<file path="config.mk">
export PLATFORM = sky130hd
export DESIGN_NAME = gpr_mp
export DESIGN_NICKNAME = d
export VERILOG_FILES = /design/src/rtl/gpr_mp_pkg.sv /design/src/rtl/gpr_scoreboard.sv /design/src/rtl/gpr_mp.sv
export SDC_FILE = /design/constraint.sdc
export NUM_CORES = 2
export LEC_CHECK = 0
export CAP_MARGIN = 20
export CORE_ASPECT_RATIO = 1.25
export CORE_UTILIZATION = 33
export CTS_CLUSTER_SIZE = 8
export DETAILED_ROUTE_END_ITERATION = 7
export SLEW_MARGIN = 0
export SYNTH_ARGS = -nofsm -noshare
export SYNTH_HDL_FRONTEND = slang
export SYNTH_SLANG_ARGS = --single-unit
</file>
<file path="constraint.sdc">
create_clock -name clk -period 5.21 [get_ports clk]
set_input_delay 1.042 -clock clk [delete_from_list [all_inputs] [get_ports clk]]
set_output_delay 1.042 -clock clk [all_outputs]
set_load 0.005 [all_outputs]
</file>
<file path="src/rtl/gpr_mp_pkg.sv">
// Shared constants for the NPC register file and hazard logic.
// addr_w() derives the per-port address width used to slice flat address buses.
package gpr_mp_pkg;

    localparam int XLEN = 32;
    localparam int NREG = 32;

    function automatic int addr_w(input int nreg);
        return (nreg > 1) ? $clog2(nreg) : 1;
    endfunction

endpackage

</file>
<file path="src/rtl/gpr_scoreboard.sv">
// Pending-write scoreboard: one busy bit per register, set by issue, cleared by writeback.
// A same-cycle alloc beats a clear because the newer producer supersedes the older one.
module gpr_scoreboard
    import gpr_mp_pkg::*;
#(
    parameter int NREG = gpr_mp_pkg::NREG,
    parameter int NWR  = 1,
    parameter int AW   = addr_w(NREG)
) (
    input  logic              clk,
    input  logic              rst,
    input  logic              alloc_en_i,
    input  logic [AW-1:0]     alloc_addr_i,
    input  logic [NWR-1:0]    wr_en_i,
    input  logic [NWR*AW-1:0] wr_addr_i,
    output logic [NREG-1:0]   busy_o
);

    logic [NREG-1:0] busy_q;
    logic [NREG-1:0] busy_d;
    logic [NREG-1:0] clr;

    always_comb begin
        clr    = '0;
        busy_d = busy_q;
        for (int w = 0; w < NWR; w++) begin
            if (wr_en_i[w]) begin
                clr[wr_addr_i[w*AW +: AW]] = 1'b1;
            end
        end
        for (int r = 1; r < NREG; r++) begin
            if (alloc_en_i && (alloc_addr_i == AW'(r))) begin
                busy_d[r] = 1'b1;
            end else if (clr[r]) begin
                busy_d[r] = 1'b0;
            end
        end
        // x0 never has a pending producer
        busy_d[0] = 1'b0;
    end

    always_ff @(posedge clk) begin
        if (rst) begin
            busy_q <= '0;
        end else begin
            busy_q <= busy_d;
        end
    end

    assign busy_o = busy_q;

endmodule

</file>
<file path="src/rtl/gpr_mp.sv">
// Multi-port general-purpose register file with x0 hardwired to zero,
// optional write-to-read bypass and an integrated pending-write scoreboard.
module gpr_mp
    import gpr_mp_pkg::*;
#(
    parameter int XLEN   = gpr_mp_pkg::XLEN,
    parameter int NREG   = gpr_mp_pkg::NREG,
    parameter int NRD    = 2,
    parameter int NWR    = 1,
    parameter int BYPASS = 1
) (
    input  logic                        clk,
    input  logic                        rst,
    input  logic [NRD*addr_w(NREG)-1:0] rd_addr_i,
    output logic [NRD*XLEN-1:0]         rd_data_o,
    output logic [NRD-1:0]              rd_busy_o,
    input  logic [NWR-1:0]              wr_en_i,
    input  logic [NWR*addr_w(NREG)-1:0] wr_addr_i,
    input  logic [NWR*XLEN-1:0]         wr_data_i,
    input  logic                        alloc_en_i,
    input  logic [addr_w(NREG)-1:0]     alloc_addr_i,
    output logic [NREG-1:0]             busy_vec_o
);

    localparam int AW = addr_w(NREG);

    logic [XLEN-1:0] rf_q [NREG];
    logic [NREG-1:0] busy_q;

    gpr_scoreboard #(
        .NREG (NREG),
        .NWR  (NWR),
        .AW   (AW)
    ) u_sb (
        .clk          (clk),
        .rst          (rst),
        .alloc_en_i   (alloc_en_i),
        .alloc_addr_i (alloc_addr_i),
        .wr_en_i      (wr_en_i),
        .wr_addr_i    (wr_addr_i),
        .busy_o       (busy_q)
    );

    // Ascending port order: the last assignment, from the highest port, wins a conflict.
    always_ff @(posedge clk) begin
        if (rst) begin
            for (int i = 0; i < NREG; i++) begin
                rf_q[i] <= '0;
            end
        end else begin
            for (int w = 0; w < NWR; w++) begin
                if (wr_en_i[w] && (wr_addr_i[w*AW +: AW] != '0)) begin
                    rf_q[wr_addr_i[w*AW +: AW]] <= wr_data_i[w*XLEN +: XLEN];
                end
            end
        end
    end

    for (genvar p = 0; p < NRD; p++) begin : g_rd
        logic [AW-1:0]   ra;
        logic [XLEN-1:0] rdat;
        logic            hit;

        assign ra = rd_addr_i[p*AW +: AW];

        always_comb begin
            rdat = rf_q[ra];
            hit  = 1'b0;
            if (BYPASS != 0) begin
                for (int w = 0; w < NWR; w++) begin
                    if (wr_en_i[w] && (wr_addr_i[w*AW +: AW] == ra)) begin
                        rdat = wr_data_i[w*XLEN +: XLEN];
                        hit  = 1'b1;
                    end
                end
            end
            if (ra == '0) begin
                rdat = '0;
            end
        end

        assign rd_data_o[p*XLEN +: XLEN] = rdat;
        assign rd_busy_o[p]              = busy_q[ra] & ~hit;
    end

    assign busy_vec_o = busy_q;

endmodule

</file>
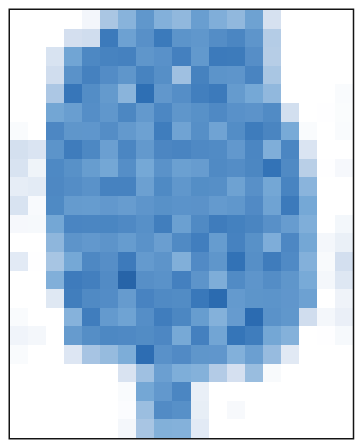
(cell area per tile)
The die is cut into 19 by 23 equal tiles; white is low, dark blue is high, 0 to 100% covered.
- mean over tiles: 37%
- tiles over 75% full: 0.90%
- nearly empty tiles: 27%
area inside the core boundary: 0.170 mm2
Core Util at FP: 33.4%
Post-Route Utilization: 39.4%

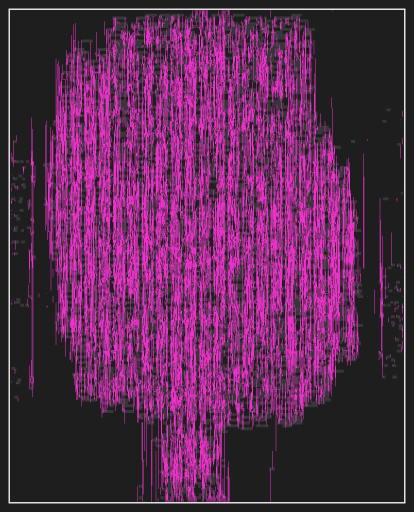
(the metal 2 layer)
- longest straight run: 216 um
- wire length on this layer: 110 mm
met2 track demand over resource in global routing: 42.8%
DRT Wirelength: 235 mm

==> impl_report.txt <==
IMPLEMENTATION SUMMARY REPORT
----------------------------------------------------
[Power]
  Worst VDD drop ........................ between 0.3 and 0.4 mV
  Total net switching power ........................ around 5.7 mW
  Power drawn by the combinational cells ........................ 2.91 mW
  Fraction of power consumed by sequential logic ........................ a little under half
  Overall power consumption ........................ 21.9 mW
  Top power consumer group ........................ sequential cells

[STA]
  Number of endpoints with negative hold slack in the final report ........................ 0
  Pins over their slew limit ........................ 0
  Setup repair after global routing missed its margin ........................ no
  Maximum clock rate ........................ about 0.20 GHz

[Synthesis]
  Yosys Warn Count ........................ 0
  Chip area from the yosys synthesis statistics ........................ between 0.05 and 0.06 mm2
  Post-synth cell types ........................ between 50 and 60
  Main logic family after synthesis ........................ multiplexers
  Synth top area cells ........................ edfxtp_1 54%, mux4_2 17%, and2_1 11%, mux2i_1 3.2%, clkbuf_1 1.9%
  Adder-cell area share of the yosys netlist ........................ 0%
  Fraction of the yosys area taken by sequential cells ........................ between 50% and 60%

[Worst setup path]
  Worst Path Arrival ........................ roughly 4000 ps
  Crit start category ........................ input pin
  Dominant cell type by count on the critical path ........................ buf_4
  Destination of the critical timing path ........................ rd_data_o[45]
  Maximum cell stage delay along the critical path ........................ between 600 and 700 ps

[Clock tree]
  Clock Latency Late Sink ........................ 780 ps
  Number of clock sinks ........................ 1055
  Hold-fix buffers at CTS ........................ 0
  CTS clk-pin slew, worst paths ........................ roughly 50 ps
  CTS tree ........................ done
  Cell resize tally after clock tree synthesis ........................ 1
  Maximum number of buffers from clock root to sink ........................ 3

[Global routing]
  Busiest layer in global routing ........................ met2
  Global-route usage over all layers ........................ a little over a quarter
  Largest net degree at the start of global routing ........................ 47

[Run]
  Max-cap check violation count ........................ 0
  Tool warnings ........................ 27

[Final layout]
  Final cell area excluding filler cells ........................ between 0.06 and 0.07 mm2
  Post-layout nets ........................ 4204

[Detailed routing]
  DRC violations left ........................ 0
  Routed vias/inst ........................ between 6 and 7
  Pre-Repair DR Iteration Count ........................ 5

[Run status]
  Status ........................ finished, final reports clean

[Worst hold path]
  Worst hold endpoint ........................ u_sb.busy_o[3]

----------------------------------------------------
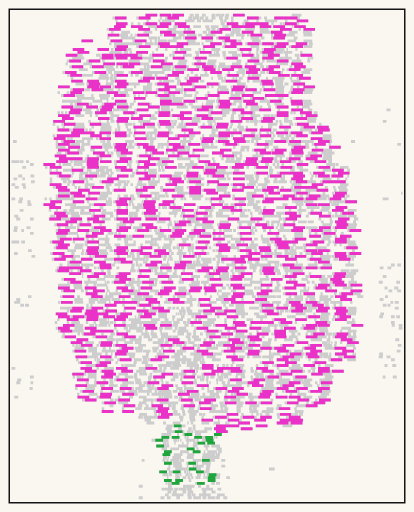
(register map, names as in the netlist)
Other cells in grey.
- magenta: rf_q (sequential cells 1024)
- green: u_sb.busy_o (sequential cells 31; where south)
register area: 0.0314 mm2
sequential share of cell area: 46.7%
total sequential power: 10.0 mW

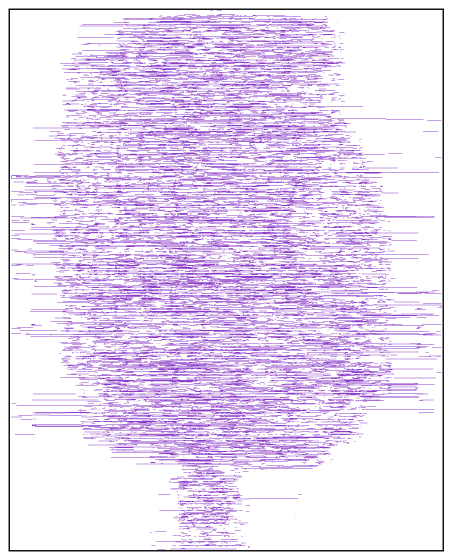
(met1 routing)
- share of all routed wire: 35%
- wire length on this layer: 82.1 mm
met1 capacity usage during global routing: 31.9%
vias: 39.7k

[area by class of cell]
type / count / area (um2)
Inverter: 5 / 18.8
Timing Repair Buffer: 455 / 4690
Tap cell: 2223 / 2780
Multi-Input combinational cell: 2481 / 24100
Antenna cell: 14 / 35.0
Fill cell: 15500 / 103000
Clock inverter: 16 / 303
Clock buffer: 163 / 3810
Sequential cell: 1055 / 31400
[layer usage]
metal / share of wire (%) / vias to the layer above / wire length [um]
met5: 0.040 / - / 95
met4: 7.1 / 14 / 16800
met3: 11 / 786 / 26600
met2: 47 / 2940 / 110000
met1: 35 / 20500 / 82100
li1: - / 15500 / -
[worst reg2reg max path: stages, from the launching register on]
cell and delay [ps]:
dfxtp_1 430, o21ai_0 120, a21oi_1 180
[flip-flops by register name, summed over array words and instances (netlist names)]
name,flops
rf_q,1024
u_sb.busy_o,31
No activity file was given, so power comes from the tool's default toggle rates.
